$ cat src/rtl/latch_seq_pkg.sv
// Shared types and helpers for the latch write sequencer.
//   seq_state_e : sequencer FSM states
//   cnt_width() : interval counter width, sized for the longest interval
package latch_seq_pkg;

  typedef enum logic [1:0] {
    StIdle,
    StSetup,
    StPulse,
    StHold
  } seq_state_e;

  // The counter only ever holds (interval - 1), so clog2 of the largest interval is enough.
  // It is kept at least 1 bit wide so the counter stays a legal vector when all intervals are 1.
  function automatic int cnt_width(input int a, input int b, input int c);
    int m;
    m = a;
    if (b > m) m = b;
    if (c > m) m = c;
    return (m <= 1) ? 1 : $clog2(m);
  endfunction

endpackage

$ cat src/rtl/cycle_down_counter.sv
// Loadable down-counter that saturates at zero.
//   clk_i, rst_ni : clock, asynchronous active-low reset (clears to 0)
//   load_i        : load load_val_i (has priority over decrement)
//   load_val_i    : value to load
//   dec_i         : decrement by one when non-zero
//   zero_o        : count is zero
module cycle_down_counter #(
  parameter int Width = 2
) (
  input  logic             clk_i,
  input  logic             rst_ni,
  input  logic             load_i,
  input  logic [Width-1:0] load_val_i,
  input  logic             dec_i,
  output logic             zero_o
);

  logic [Width-1:0] cnt_d, cnt_q;

  always_comb begin
    cnt_d = cnt_q;
    if (load_i) begin
      cnt_d = load_val_i;
    end else if (dec_i && (cnt_q != '0)) begin
      cnt_d = cnt_q - Width'(1);
    end
  end

  always_ff @(posedge clk_i or negedge rst_ni) begin
    if (!rst_ni) begin
      cnt_q <= '0;
    end else begin
      cnt_q <= cnt_d;
    end
  end

  assign zero_o = (cnt_q == '0);

endmodule

$ cat src/rtl/latch_wr_sequencer.sv
// Upstream driver for a bank of level-sensitive D latches. Accepts a word over valid/ready,
// presents it on lat_d_o and opens lat_en_o for PULSE_CYC cycles, with SETUP_CYC cycles of
// data stability before and HOLD_CYC cycles after, so the data never moves while the latches
// are transparent.
//   clk_i, rst_ni : clock, asynchronous active-low reset
//   in_valid_i    : upstream word available
//   in_ready_o    : sequencer idle and able to accept (decode of the idle state)
//   in_data_i     : word to write
//   lat_d_o       : latch-bank data, held from acceptance until the sequence ends
//   lat_en_o      : latch-bank enable, single clean pulse per write
//   busy_o        : write sequence in progress
//   done_o        : one-cycle completion pulse
//   wr_count_o    : completed writes, wraps silently
module latch_wr_sequencer
  import latch_seq_pkg::*;
#(
  parameter int WIDTH     = 8,
  parameter int SETUP_CYC = 2,
  parameter int PULSE_CYC = 3,
  parameter int HOLD_CYC  = 1,
  parameter int CNT_W     = 16
) (
  input  logic             clk_i,
  input  logic             rst_ni,
  input  logic             in_valid_i,
  output logic             in_ready_o,
  input  logic [WIDTH-1:0] in_data_i,
  output logic [WIDTH-1:0] lat_d_o,
  output logic             lat_en_o,
  output logic             busy_o,
  output logic             done_o,
  output logic [CNT_W-1:0] wr_count_o
);

  localparam int CntW = cnt_width(SETUP_CYC, PULSE_CYC, HOLD_CYC);

  if (SETUP_CYC < 1) begin : gen_bad_setup
    $error("latch_wr_sequencer: SETUP_CYC must be at least 1");
  end
  if (PULSE_CYC < 1) begin : gen_bad_pulse
    $error("latch_wr_sequencer: PULSE_CYC must be at least 1");
  end
  if (HOLD_CYC < 1) begin : gen_bad_hold
    $error("latch_wr_sequencer: HOLD_CYC must be at least 1");
  end

  seq_state_e       state_q;
  logic [WIDTH-1:0] lat_d_q;
  logic             lat_en_q;
  logic             busy_q;
  logic             done_q;
  logic [CNT_W-1:0] wr_count_q;

  logic            accept;
  logic            cnt_load;
  logic [CntW-1:0] cnt_load_val;
  logic            cnt_dec;
  logic            cnt_zero;

  assign in_ready_o = (state_q == StIdle);
  assign accept     = in_valid_i & in_ready_o;

  // Every state entry reloads the counter with (interval - 1); zero marks the last cycle.
  always_comb begin
    cnt_load     = 1'b0;
    cnt_load_val = '0;
    cnt_dec      = 1'b0;
    case (state_q)
      StIdle: begin
        if (accept) begin
          cnt_load     = 1'b1;
          cnt_load_val = CntW'(SETUP_CYC - 1);
        end
      end
      StSetup: begin
        if (cnt_zero) begin
          cnt_load     = 1'b1;
          cnt_load_val = CntW'(PULSE_CYC - 1);
        end else begin
          cnt_dec = 1'b1;
        end
      end
      StPulse: begin
        if (cnt_zero) begin
          cnt_load     = 1'b1;
          cnt_load_val = CntW'(HOLD_CYC - 1);
        end else begin
          cnt_dec = 1'b1;
        end
      end
      StHold: begin
        cnt_dec = ~cnt_zero;
      end
      default: ;
    endcase
  end

  cycle_down_counter #(
    .Width (CntW)
  ) u_cnt (
    .clk_i      (clk_i),
    .rst_ni     (rst_ni),
    .load_i     (cnt_load),
    .load_val_i (cnt_load_val),
    .dec_i      (cnt_dec),
    .zero_o     (cnt_zero)
  );

  // The idle cycle that carries done is also the next accept opportunity, so back-to-back
  // writes start SETUP_CYC + PULSE_CYC + HOLD_CYC + 1 cycles apart.
  always_ff @(posedge clk_i or negedge rst_ni) begin
    if (!rst_ni) begin
      state_q    <= StIdle;
      lat_d_q    <= '0;
      lat_en_q   <= 1'b0;
      busy_q     <= 1'b0;
      done_q     <= 1'b0;
      wr_count_q <= '0;
    end else begin
      done_q <= 1'b0;
      case (state_q)
        StIdle: begin
          if (accept) begin
            lat_d_q <= in_data_i;
            busy_q  <= 1'b1;
            state_q <= StSetup;
          end
        end
        StSetup: begin
          if (cnt_zero) begin
            lat_en_q <= 1'b1;
            state_q  <= StPulse;
          end
        end
        StPulse: begin
          if (cnt_zero) begin
            lat_en_q <= 1'b0;
            state_q  <= StHold;
          end
        end
        StHold: begin
          if (cnt_zero) begin
            busy_q     <= 1'b0;
            done_q     <= 1'b1;
            wr_count_q <= wr_count_q + CNT_W'(1);
            state_q    <= StIdle;
          end
        end
        default: state_q <= StIdle;
      endcase
    end
  end

  assign lat_d_o    = lat_d_q;
  assign lat_en_o   = lat_en_q;
  assign busy_o     = busy_q;
  assign done_o     = done_q;
  assign wr_count_o = wr_count_q;

endmodule
$ cat config.mk
export PLATFORM = sky130hd
export DESIGN_NAME = latch_wr_sequencer
export DESIGN_NICKNAME = d
export VERILOG_FILES = /design/src/rtl/latch_seq_pkg.sv /design/src/rtl/cycle_down_counter.sv /design/src/rtl/latch_wr_sequencer.sv
export SDC_FILE = /design/constraint.sdc
export NUM_CORES = 1
export LEC_CHECK = 0
export CAP_MARGIN = 20
export CORE_UTILIZATION = 41
export DETAILED_ROUTE_END_ITERATION = 10
export PLACE_DENSITY = 0.69
export SLEW_MARGIN = 20
export SYNTH_ARGS = -nofsm -noshare
export SYNTH_HDL_FRONTEND = slang
export SYNTH_HIERARCHICAL = 1
export SYNTH_SLANG_ARGS = --single-unit
$ cat constraint.sdc
create_clock -name clk_i -period 2.1 [get_ports clk_i]
set_clock_uncertainty 0.15 [all_clocks]
set_input_delay 0.42 -clock clk_i [delete_from_list [all_inputs] [get_ports clk_i]]
set_output_delay 0.42 -clock clk_i [all_outputs]
set_load 0.03 [all_outputs]
### Signal wires by layer, run 1

Scale bar: 20 µm. Two of the layers only.
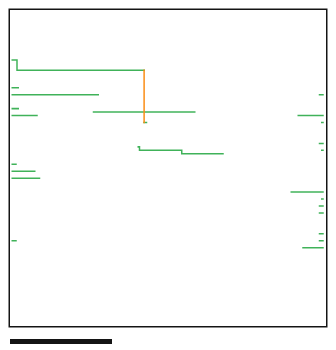
- orange: M4 (wire length 10.2 µm)
- green: M3 (wire length 121 µm)

### Placed cells, one colour a class, run 1

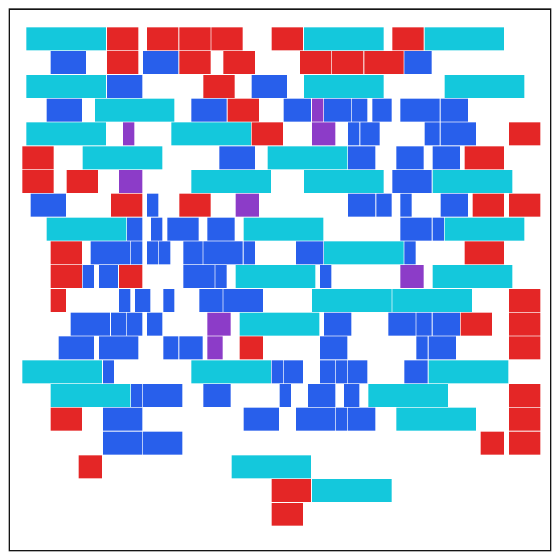
- purple: clock drivers and dummy loads (cells 8; share of their area 2.6%)
- red: remaining buffers and delay cells (cells 42; share of their area 22%)
- cyan: registers (cells 31; share of their area 41%)
- blue: remaining logic cells (cells 88; share of their area 35%)

### Routed clock nets over the placement, run 1

Scale bar: 20 µm.
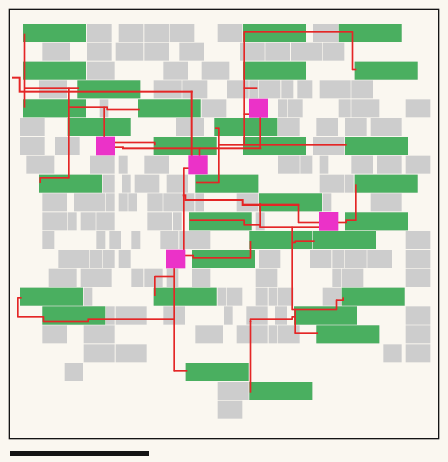
- green: flip-flops (count 31)
- red: clock wires (length 385 µm)
- magenta: clock-net drivers (count 5)
- routed clock nets: 6

### Clock routing, run 1

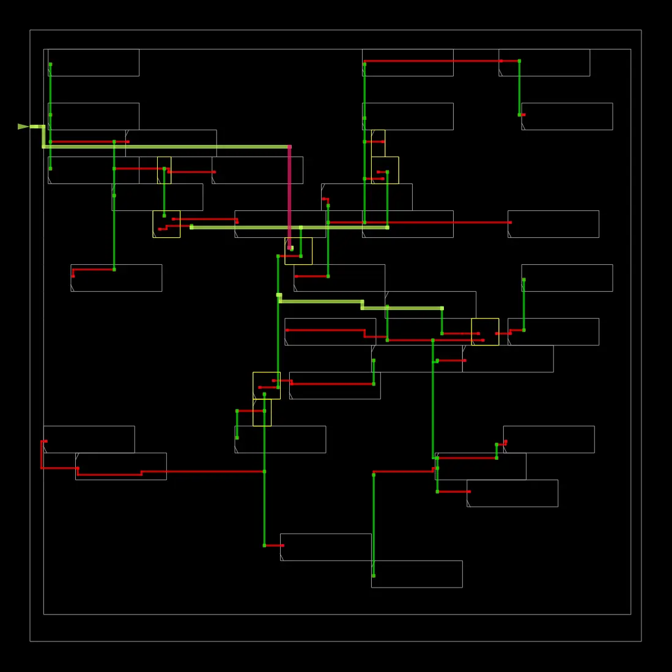
sequential cell count: 31
sinks on the clock net: 31
tally of clock buffers in the finished layout: 7

==> run notes, run 1 <==
State of the implementation.

- Of the total synthesized cell area, the portion taken by full adders, half adders and majority gates is 0.0769.
- The top flip-flop cell by instance count after synthesis is dfrtp_1, for reference.
- The timing startpoint of the critical path is wr_count_o[2], for reference.
- The kind of capture point of the worst setup path is an output pin, for reference.
- The finished cells cover 0.00197 mm².
- The routing usage on met3 is 0.0663, for reference.
- The commonest non-fill, non-tap cell in the layout is clkdlybuf4s50_1, for reference.
- The clock insertion delay at the later pin of the skew report is around 0.32 ns, for reference.
- The time the final worst path needs with I/O delays and setup is between 2 and 2.5 ns, for reference.
- The run finished with clean final reports.
- Per STA, the worst path is made up of clkdlybuf4s50_1.
- The dominant kind of cell by area is sequential cells, for reference.
- The internal power of the cells is 1.54 mW, for reference.
- The number of enable flip-flop cells is 0, for reference.
- The proportion of synthesized chip area in sequential cells is 0.529, for reference.
- The post-synthesis sequential element count is 31, for reference.
- The width of the die is 61.8 µm, for reference.
- The number of setup violations in the final report is 0, for reference.
- Of the post-synthesis cell area, the dominant cell type holds 0.529.
- The most numerous cell in the Yosys netlist is dfrtp_1, for reference.
- The worst-case hold path end point is wr_count_o[15], for reference.
- The post-synth net total is 141, for reference.
- In this run the vertical extent of the chip is 61.8 µm.
- The final RePlAce weighted congestion is 0.736, for reference.
- The path type of the worst setup path is flop to output pin, for reference.
- The number of cells on the worst reg-to-reg path is 6, for reference.
- 39 I/O pins were placed.
- The initial core utilization is 0.432, for reference.
- The most congested layer reported by global routing is met2, for reference.
- The share of final-layout standard cells stronger than drive strength 1 is 0.166, for reference.
- Per the detail_route report, vias per standard cell equal 4.74.
- After detailed routing, the average wire length per cell comes to around 12 µm.
- Ranking logic cells in the layout by count gives the top entries clkdlybuf4s50_1 (33), dfrtp_1 (31), xnor2_1 (14), nand2_1 (13), mux2_2 (10).
- The number of nets in the layout is around 190, for reference.
- The post-CTS setup-driven buffer insertion count is 0, for reference.
- The all-layer global routing usage is 0.152, for reference.
- The area of the placeable core is 0.00339 mm², for reference.
- According to the Yosys statistics, the synthesized design has a chip area of 0.00147 mm².
- The detailed placement HPWL is between 1500 and 2000 µm, for reference.
- The clock buffer count from CTS is 5, for reference.
- The cell-mix breakdown from Yosys lists the simple-gate area share as 0.167.
- After filler insertion, the fill cell instance count of the layout stands at 284.
- The mux share of post-synthesis cell area is 0.0769, for reference.
--- run 2 (diff from run 1) ---
Settings changed: SKIP_LAST_GASP from default to 1.
### Clock routing, run 2

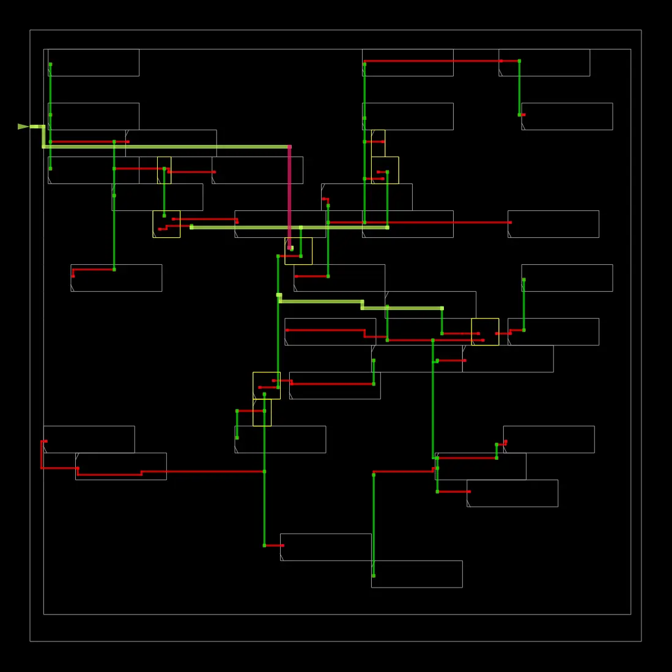
source-to-sink clock delay at the later pin of the worst-skew pair: 0.32 ns
number of clock buffers inserted by TritonCTS: 5
power in the clock group: 320 µW

### Routed clock nets over the placement, run 2

Scale bar: 20 µm.
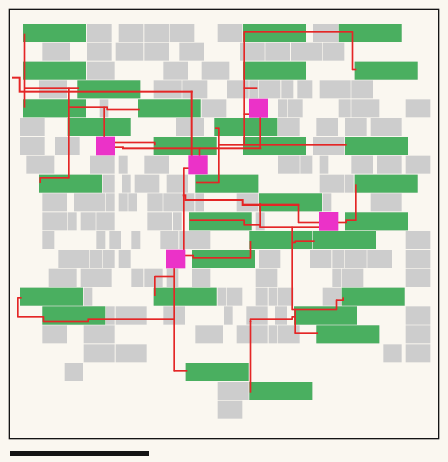
- green: flip-flops (count 31)
- red: clock wires (length 385 µm)
- magenta: clock-net drivers (count 5)
- routed clock nets: 6

==> run 2 against run 1 <==
Cell count did not move. Count of clock-buffer cells in the layout stayed put. Clock power barely moved. Register-to-register slack hardly changed. Synthesized area is the same. Routed wire length did not move. Worst setup slack stayed put. Sequential share of layout area unchanged. Die size stayed put. Non-clock buffer count unchanged. Critical endpoint unchanged.
==> run notes, run 2 <==
State of the implementation.

- The run finished with clean final reports.
- The internal power of the cells is 1.54 mW, for reference.
- The vertical die dimension is 61.8 µm, for reference.
- In this run the post-CTS setup repair buffer count came out at 0.
- The path type of the worst setup path is flop to output pin, for reference.
- Tracing the worst setup path back leads to its startpoint at wr_count_o[2].
- The final timing report counts setup violations totalling 0.
- The finished design was reported to have a net count of 188.
- The initial core utilization is 0.432, for reference.
- The routing usage on met3 is 0.0663, for reference.
- Per STA, the worst path is made up of clkdlybuf4s50_1.
- The synthesized design contains 0 enable-type register cells.
- The number of vias per cell after detailed routing is approximately 4.7, for reference.
- The worst-case hold path end point is wr_count_o[15], for reference.
- Per the synthesis report, the adder-cell share of the synthesized area is 0.0769.
- According to the floorplan report, the die width is around 60 µm.
- The post-route standard cell area excluding fillers is 0.00197 mm², for reference.
- The detailed placement HPWL is ~2000 µm, for reference.
- STA classifies the critical path endpoint as an output pin.
- The time the final worst path needs with I/O delays and setup is 2.02 ns, for reference.
- In this run the most used layer during global routing was met2.
- By instance count, the leading cell after synthesis is dfrtp_1.
- Of the cells placed in the final design, the portion with a size suffix greater than 1 is 0.166.
- The number of cells on the worst reg-to-reg path is 6, for reference.
- After floorplanning, the core was sized to cover 0.00339 mm².
### Signal wires by layer, run 2

Scale bar: 20 µm. Two of the layers only.
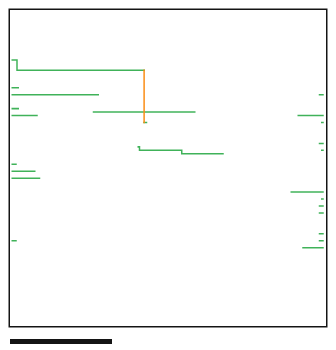

--- run 3 (diff from run 2) ---
--- a/config.mk
+++ b/config.mk
@@ -9,5 +9,5 @@
 export CORE_UTILIZATION = 41
 export DETAILED_ROUTE_END_ITERATION = 10
-export PLACE_DENSITY = 0.69
+export DONT_BUFFER_PORTS = 1
 export SKIP_LAST_GASP = 1
 export SLEW_MARGIN = 20
==> constraint.sdc (replaced) <==
create_clock -name clk_i -period 2.1 [get_ports clk_i]
set_clock_uncertainty 0.15 [all_clocks]
set_input_delay 0.21 -clock clk_i [delete_from_list [all_inputs] [get_ports clk_i]]
set_output_delay 0.21 -clock clk_i [all_outputs]
set_load 0.03 [all_outputs]
### Signal wires by layer, run 3

Scale bar: 20 µm. Two of the layers only.
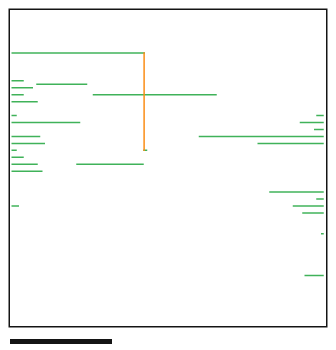
- orange: M4 (wire length 19.0 µm)
- green: M3 (wire length 194 µm)

==> run 3 against run 2 <==
Design area fell by 12%. Synthesized cell count did not move. Cell count fell by 12%. Count of clock-buffer cells in the layout fell by 1. Via count fell by 5.7%. Sequential power rose by 31%. Die size did not move. Largest power group is now sequential cells.
==> run notes, run 3 <==
State of the implementation.

- The flow ran to the end, and the final reports show no timing, DRC or antenna violations.
- In this run, synthesis inferred 0 flip-flops with an integrated enable.
- TritonCTS created 5 clock buffers.
- Looking at the gate-level netlist, the highest instance count belongs to dfrtp_1.
- The number of top-level pins is 39, for reference.
- The post-route standard cell area excluding fillers is 0.00173 mm², for reference.
- The post-synth net total is 141, for reference.
- The area share of the largest cell type after synthesis is 0.529, for reference.
- The clock insertion delay at the later pin of the skew report is 0.32 ns, for reference.
- The routing usage on met3 is 0.0828, for reference.
- The worst-case hold path end point is busy_o, for reference.
- The proportion of synthesized chip area in sequential cells is 0.529, for reference.
- The routed design shows a wire length per standard cell of 14.0 µm.
- For this configuration, the core starts out at a cell density of 0.432.
- Leaving out fill and tap cells, the most frequent cell in the layout is dfrtp_1.
- The chip area estimate from yosys synthesis is 0.00147 mm², for reference.
- After filler insertion, the fill cell instance count of the layout stands at 303.
- After floorplanning, the core was sized to cover 0.00339 mm².
- Dividing the detail-routed via count by the number of cells gives 5.08.
- The all-layer global routing usage is 0.157, for reference.
- The timing startpoint of the critical path is state_q[1], for reference.
- The width of the die is 61.8 µm, for reference.
- The final report lists the setup-violating endpoint count as 0.
- The library cells used most frequently in the layout, excluding fill and tap cells, are dfrtp_1 (31), xnor2_1 (14), nand2_1 (13), mux2_2 (10), dlygate4sd3_1 (9).
- The biggest slice of the area belongs to sequential cells.
- The die is about 60 µm tall.
- The most congested layer reported by global routing is met2, for reference.
- The portion of synthesized area spent on multiplexers is 0.0769.
- The congestion estimate from routability-driven global placement came to 0.708.
- Yosys reported a register bit count of 31.
- For this design, the sink count on the clock tree is 31.
- The worst setup path is captured at a flop.
- The final timing report derives a shortest allowable period of 1.89 ns.
- Looking at the cell usage after synthesis, the top flip-flop cell is dfrtp_1.
- In this run the post-CTS setup repair buffer count came out at 0.
- The number of cells on the worst reg-to-reg path is 6, for reference.
- For reference, the critical path cell chain is inv_1 -> ha_1 -> nand2_1 -> a21oi_1 -> or4b_1 -> o311ai_0.
- The area share of and/or/nand/nor cells after synthesis is 0.167, for reference.
- Summed over all nets, the half-perimeter wirelength after detailed placement is roughly 1900 µm.
### Clock routing, run 3

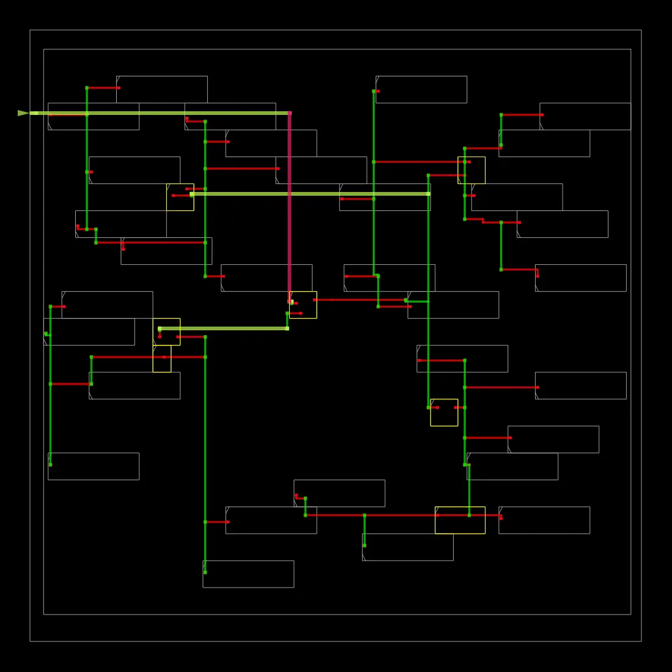
power in the clock group: 348 µW
tally of clock buffers in the finished layout: 6

Power is estimated from default activity; no workload was simulated.
